### src/rtl/spice_node_integrator_pkg.sv
// Shared types and constants for the node-voltage integrator.
//   W       : node voltage / terminal current width
//   HI, LO  : clamp window for the node voltage
//   node_state_e : integrator FSM states
package spice_node_integrator_pkg;

    localparam int unsigned W = 16;

    localparam logic signed [W-1:0] HI = 16'sh2000;
    localparam logic signed [W-1:0] LO = 16'shE000;

    typedef enum logic [1:0] {
        StIdle,
        StSum,
        StUpdate
    } node_state_e;

endpackage

### src/rtl/spice_node_clamp.sv
// Combinational clamp of a wide signed value into the node voltage window [LO, HI].
// Ports:
//   val_i     : signed input, IW bits (IW > W)
//   res_o     : W-bit signed result, clamped to [LO, HI]
//   clamped_o : high when the input lay outside the window
module spice_node_clamp
    import spice_node_integrator_pkg::*;
#(
    parameter int unsigned IW = 24
) (
    input  logic signed [IW-1:0] val_i,
    output logic signed [W-1:0]  res_o,
    output logic                 clamped_o
);

    // Window limits sign-extended to the input width so the compares are exact.
    localparam logic signed [IW-1:0] HiExt = IW'(HI);
    localparam logic signed [IW-1:0] LoExt = IW'(LO);

    always_comb begin
        res_o     = val_i[W-1:0];
        clamped_o = 1'b0;
        if (val_i > HiExt) begin
            res_o     = HI;
            clamped_o = 1'b1;
        end else if (val_i < LoExt) begin
            res_o     = LO;
            clamped_o = 1'b1;
        end
    end

endmodule

### src/rtl/spice_node_integrator.sv
// Sequential node-voltage integrator. On step_i it serially sums the N terminal
// currents, then integrates (sum >>> SHIFT) into the node voltage with clamping.
// Ports:
//   clk_i      : clock
//   reset_i    : synchronous, active-high reset
//   i_flat_i   : N signed terminal currents, terminal k at [k*W +: W]
//   step_i     : start one integration step (ignored unless idle)
//   busy_o     : a step is in progress
//   done_o     : one-cycle pulse when the new v_o is valid
//   v_o        : node voltage, signed
//   sat_o      : last update was clamped
//   settled_o  : SETTLE_CNT consecutive quiet steps have occurred
module spice_node_integrator
    import spice_node_integrator_pkg::*;
#(
    parameter int unsigned N          = 4,
    parameter int unsigned SHIFT      = 2,
    parameter int unsigned SETTLE_TH  = 4,
    parameter int unsigned SETTLE_CNT = 3,
    parameter int          INIT       = 0
) (
    input  logic                clk_i,
    input  logic                reset_i,
    input  logic [N*W-1:0]      i_flat_i,
    input  logic                step_i,
    output logic                busy_o,
    output logic                done_o,
    output logic signed [W-1:0] v_o,
    output logic                sat_o,
    output logic                settled_o
);

    localparam int unsigned KW = (N > 1) ? $clog2(N) : 1;
    localparam int unsigned AW = W + $clog2(N) + 1;
    // One extra bit so v + shifted sum never wraps before clamping.
    localparam int unsigned NW = AW + 1;
    localparam int unsigned CW = (SETTLE_CNT > 0) ? $clog2(SETTLE_CNT + 1) : 1;

    node_state_e          state_q;
    logic [KW-1:0]        k_q;
    logic signed [AW-1:0] acc_q;
    logic signed [W-1:0]  v_q;
    logic                 sat_q;
    logic [CW-1:0]        cnt_q;
    logic                 busy_q;
    logic                 done_q;

    logic signed [W-1:0]  term;
    logic signed [AW-1:0] term_ext;
    logic signed [AW-1:0] acc_shift;
    logic signed [NW-1:0] nv;
    logic [AW-1:0]        acc_abs;
    logic                 quiet;
    logic [CW-1:0]        cnt_d;
    logic signed [W-1:0]  v_d;
    logic                 sat_d;

    always_comb begin
        term      = i_flat_i[int'(k_q)*W +: W];
        term_ext  = AW'(term);
        // Arithmetic shift rounds toward -inf.
        acc_shift = acc_q >>> SHIFT;
        nv        = NW'(v_q) + NW'(acc_shift);
        // acc never reaches its most negative value, so negation cannot overflow.
        acc_abs   = acc_q[AW-1] ? AW'(-acc_q) : AW'(acc_q);
        quiet     = (acc_abs <= AW'(SETTLE_TH));
        if (!quiet) begin
            cnt_d = '0;
        end else if (cnt_q == CW'(SETTLE_CNT)) begin
            cnt_d = cnt_q;
        end else begin
            cnt_d = cnt_q + 1'b1;
        end
    end

    spice_node_clamp #(
        .IW (NW)
    ) u_clamp (
        .val_i     (nv),
        .res_o     (v_d),
        .clamped_o (sat_d)
    );

    always_ff @(posedge clk_i) begin
        if (reset_i) begin
            state_q <= StIdle;
            k_q     <= '0;
            acc_q   <= '0;
            v_q     <= W'(INIT);
            sat_q   <= 1'b0;
            cnt_q   <= '0;
            busy_q  <= 1'b0;
            done_q  <= 1'b0;
        end else begin
            done_q <= 1'b0;
            case (state_q)
                StIdle: begin
                    if (step_i) begin
                        state_q <= StSum;
                        busy_q  <= 1'b1;
                        acc_q   <= '0;
                        k_q     <= '0;
                    end
                end
                StSum: begin
                    acc_q <= acc_q + term_ext;
                    if (k_q == KW'(N - 1)) begin
                        k_q     <= '0;
                        state_q <= StUpdate;
                    end else begin
                        k_q <= k_q + 1'b1;
                    end
                end
                StUpdate: begin
                    v_q     <= v_d;
                    sat_q   <= sat_d;
                    cnt_q   <= cnt_d;
                    done_q  <= 1'b1;
                    busy_q  <= 1'b0;
                    state_q <= StIdle;
                end
                default: state_q <= StIdle;
            endcase
        end
    end

    assign busy_o    = busy_q;
    assign done_o    = done_q;
    assign v_o       = v_q;
    assign sat_o     = sat_q;
    assign settled_o = (cnt_q == CW'(SETTLE_CNT));

endmodule

### config.mk
export PLATFORM = sky130hd
export DESIGN_NAME = spice_node_integrator
export DESIGN_NICKNAME = d
export VERILOG_FILES = /design/src/rtl/spice_node_integrator_pkg.sv /design/src/rtl/spice_node_clamp.sv /design/src/rtl/spice_node_integrator.sv
export SDC_FILE = /design/constraint.sdc
export NUM_CORES = 1
export LEC_CHECK = 0
export ABC_AREA = 1
export CAP_MARGIN = 20
export CORE_ASPECT_RATIO = 1.4
export CORE_MARGIN = 3
export CORE_UTILIZATION = 45
export CTS_CLUSTER_DIAMETER = 150
export CTS_CLUSTER_SIZE = 25
export DETAILED_ROUTE_END_ITERATION = 12
export PLACE_DENSITY = 0.72
export SYNTH_ARGS = -nofsm -noshare
export SYNTH_HDL_FRONTEND = slang
export SYNTH_SLANG_ARGS = --single-unit
### constraint.sdc
create_clock -name clk_i -period 2.8 [get_ports clk_i]
set_input_delay 0.56 -clock clk_i [delete_from_list [all_inputs] [get_ports clk_i]]
set_output_delay 0.56 -clock clk_i [all_outputs]
set_load 0.02 [all_outputs]
Figure 1. Placement density heat map.
9 x 13 tiles, from white (low) to dark blue (high), 0 to 100% covered.
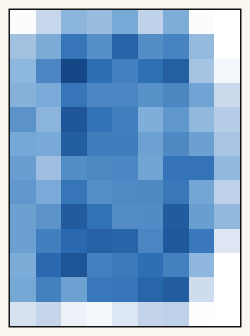
tiles over 75% full: 14%
nearly empty tiles: 6.0%
mean over tiles: 53%

Figure 2. Signal wires on met3.
Bar = 20 um.
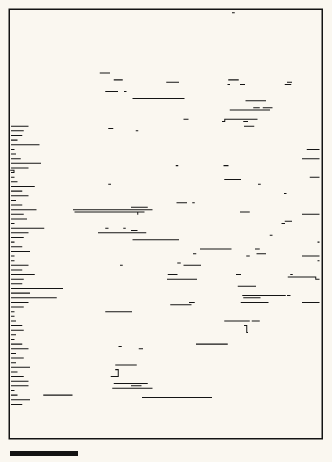
wire length on this layer: 588 um
longest straight run: 23.0 um
met3 Resource Use GR: 2.41%
Detailed Route WL: 14200 um
routed vias: 5636

Figure 3. Placement view.
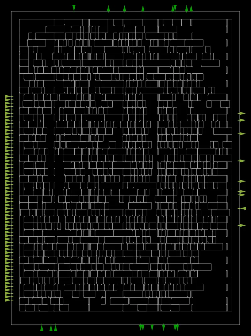
non-filler cells, final: 1070
fraction of area in registers: 14.2%
Tapcell Cnt: 135
core area: 9950 um2
seq_cells: 44

Figure 4. Where the registers sit.
Bar = 20 um.
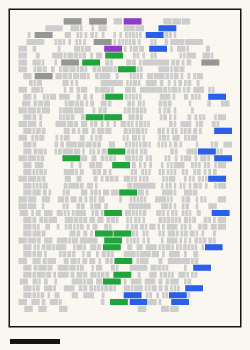
| name in the netlist | colour | placed flops |
|---|---|---|
| v_o | blue | 16 |
| cnt_q | purple | 2 |
| acc_q | green | 19 |
sequential power: 0.694 mW
Seq. cell area: 881 um2
final core utilization: 62.3%

Figure 5. Cell classes on the final placement.
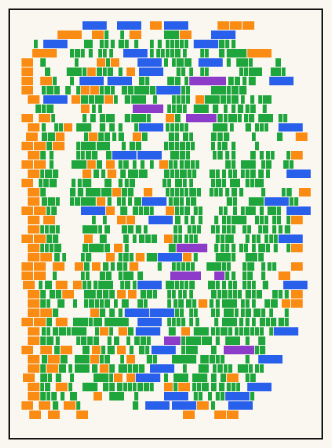
| class | colour | cells |
|---|---|---|
| clock drivers and dummy loads | purple | 8 |
| all other logic | green | 740 |
| other buffers and delay cells | orange | 143 |
| flip-flops | blue | 44 |
final cell area excluding filler cells: 6200 um2
floorplan row count: 43

==> impl_results.rst <==
Run summary
-----------

.. list-table::
   :header-rows: 1

   * - Metric
     - Value
   * - Outcome
     - completed
   * - Wire length of the first global-routing pass
     - 24000 um
   * - Yosys warning tally
     - 0
   * - Number of H-tree branching levels
     - 2
   * - Max-slew headroom at the worst pin
     - 28.7%
   * - Power Density
     - 420 nW/um2
   * - Drt pass-1 iters
     - 5
   * - Most frequent cells in the layout
     - sky130_fd_sc_hd__nand2_1 (229), sky130_fd_sc_hd__nor2_1 (113), sky130_fd_sc_hd__inv_1 (87), sky130_fd_sc_hd__clkdlybuf4s50_1 (86), sky130_fd_sc_hd__a21oi_1 (68)
   * - Logic area
     - 3300 um2
   * - Crit path arrival time
     - 2.85 ns
   * - CP most frequent cell
     - sky130_fd_sc_hd__a21oi_1
   * - Total routing resource utilization after global routing
     - 25.2%
   * - Clock Skew
     - 0.00906 ns
   * - Cell at the slowest stage of the critical path
     - sky130_fd_sc_hd__clkdlybuf4s50_1
   * - Number of instances in the placed design
     - 1062
   * - Chip Width
     - 91.4 um
   * - Via count of the first global-routing pass
     - 5567
   * - Count of unresolved DRC violations after routing
     - 0
   * - Critical path data required time
     - 3.03 ns
   * - FP Core Util
     - between 40% and 50%
   * - # diodes
     - 0
   * - Maximum clock insertion buffer count
     - 2
   * - Non-clock buffer total of the final layout
     - 143
   * - Logic share of the area
     - 53.2%
   * - Unrepaired setup endpoints after global routing
     - false
   * - Clock transition at the registers of the reported paths
     - 0.07 ns
   * - Combined area of all synthesized cells
     - around 4600 um2
   * - Clk tree area frac
     - around 2.9%
   * - Pin count of the biggest net entering global routing
     - 38
   * - Number of top-level pins
     - 87
   * - Starting DRT DRC Count
     - between 200 and 300
   * - Cell count after synthesis
     - 805
   * - Multi-input comb cells
     - 648
   * - Final Setup Violations
     - 0
   * - Non-clock buffers, area share
     - 21.4%
   * - Slack of the critical path
     - ~0.18 ns
   * - Kind of start point of the critical path
     - input port
   * - Yosys stat chip area
     - approximately 4600 um2
   * - Via/cell ratio
     - 5.27
   * - Fraction of layout instances using a drive strength above 1
     - 10.1%
   * - Post-detailed-route wirelength per cell
     - 13.2 um
   * - Layout filler cell count
     - 949
   * - Initial antenna violation count
     - 0
   * - Count of instantiated cells in the yosys netlist
     - about 800
   * - Worst-case hold slack
     - 0.472 ns
   * - Shortest clock period the worst path allows after layout
     - 2.62 ns
   * - Crit path capture type
     - flop
   * - Clock net sink count
     - 44
   * - Number of enable flip-flop cells
     - 0
   * - Number of hold-repair buffers added at the cts stage
     - 0
   * - Global-route congestion overflow total
     - 0
   * - Die Y
     - between 100 and 150 um
   * - Distinct cell type count of the synthesized netlist
     - 35
   * - Static Leakage
     - between 2 and 3 nW
   * - Tally of clock buffers in the finished layout
     - 6
   * - Total power
     - 2.61 mW
   * - Clock latency at the later pin of the worst-skew pair
     - 0.30 ns
   * - Post-Place Worst Slack
     - -0.168 ns
   * - Cell class contributing the biggest share of worst-path delay
     - AND-OR/OR-AND gates
   * - Highest achievable clock rate
     - around 380 MHz
   * - Nonclk inv count
     - 92
   * - Antenna Violating Nets Remaining
     - 0
   * - Count of input and output buffers
     - 86
   * - Largest voltage drop on the vdd net
     - 0.272 mV
   * - Most frequent standard cell in the layout excluding fill and tap cells
     - sky130_fd_sc_hd__nand2_1
   * - Dominant Register Cell
     - sky130_fd_sc_hd__dfxtp_1
   * - Clock tree from TritonCTS
     - built
   * - Mean Syn Cell Area
     - 5.71 um2
   * - Buffer cell driving the clock tree root
     - sky130_fd_sc_hd__clkbuf_16
   * - GPL Wtd Cong
     - 0.978
   * - Final period util
     - 93.6%
   * - Buffer-and-inverter tally for the worst setup path
     - 3
   * - Number of gates resized after CTS
     - 0
   * - Delay of the slowest cell on the worst path
     - 0.45 ns
   * - Floorplan Nets
     - 911
   * - Total Negative Setup Slacks
     - 0 ns
   * - Number of logged tool warnings
     - 26
   * - Cell-by-cell trace of the critical path
     - clkdlybuf4s50_1 > o21ai_0 > o22ai_1 > ha_1 > buf_4 > a21oi_2 > o21a_1 > inv_1 > a21oi_1 > nand3_1 > a21oi_1 > o21ai_0 > a21oi_1
   * - Fraction of registers with async set or reset after synthesis
     - 0%
   * - TritonCTS Buffers
     - 5
   * - Cell area after placement
     - 5990 um2
   * - Path class of the lowest-slack min-delay path
     - flop to flop
   * - Post-layout nets
     - 1040
   * - Area growth from synthesis to final layout
     - 34.9%
   * - Largest cell class by area
     - multi-input combinational cells
   * - Register bit total from synthesis
     - about 44
   * - Max Cap Viol
     - 0
   * - Pins Over Slew Limit
     - 0
   * - Worst-path fanout max
     - 3
   * - Total half-perimeter wirelength after legalization and detailed placement
     - roughly 12000 um
   * - Share of the yosys chip area belonging to registers
     - roughly a fifth
   * - Final Hold Fails
     - 0
   * - Die ar.
     - ~11000 um2
   * - Count of buffers added by post-CTS timing repair for setup
     - 0
   * - Category of the most critical setup path
     - input port to flop
   * - Transition time at the pin with the least slew margin
     - 1.07 ns
-- logic make-up (layout without fill, tap and decap cells) --
group	count (synthesis)	in the layout	share of synthesized area, %
xor+xnor	5	5	0.953
buf+inv	113	243	9.59
compound gates	162	162	19.2
flops	44	44	19.2
fa+ha+maj	39	39	10.9
simple gates	442	442	40.1
-- sequential cells by signal, summed over array words and instances (netlist names) --
name     flops
acc_q       19
v_o         16
cnt_q        2
k_q          2
state_q      2
busy_o       1
done_o       1
sat_o        1
-- per-layer routing --
metal	share of wire, %	vias to the layer above	track usage, %
li1	-	2901	-
met1	38	2504	25.5
met2	52	180	47.7
met3	4.1	51	2.41
met4	6.1	0	16.5
met5	0	-	0
-- synth_stat cells (all sizes together) (3+ instances only) --
cell / count / area share (%)
a21oi: 74 / 8.6
buf: 6 / 0.84
clkbuf: 15 / 1.2
dfxtp: 44 / 19
ha: 37 / 10
inv: 92 / 7.5
nand2: 237 / 20
nand3: 63 / 7.2
nand3b: 6 / 0.98
nand4: 10 / 1.4
nor2: 116 / 9.5
nor3: 4 / 0.44
o21a: 6 / 0.98
o21ai: 61 / 6.6
o22ai: 16 / 2.2
xor2: 3 / 0.57
-- final timing paths --
kind	start	endpoint	slack (ns)	cells past startpoint
min reg2reg	v_o[12]$_SDFFE_PP0P_	v_o[12]$_SDFFE_PP0P_	0.47	2
max	i_flat_i[42]	acc_q[17]$_SDFFE_PP0P_	0.18	13
min	v_o[12]$_SDFFE_PP0P_	v_o[12]$_SDFFE_PP0P_	0.47	2
max reg2reg	v_o[0]$_SDFFE_PP0P_	v_o[9]$_SDFFE_PP0P_	0.20	15
-- power breakdown --
part,switching (mW),internal (mW),leakage [nW]
sequential,0.0363,0.657,0.357
clock,0.272,0.448,0.0871
combinational,0.672,0.520,2.54
No activity file was given, so power comes from the tool's default toggle rates.
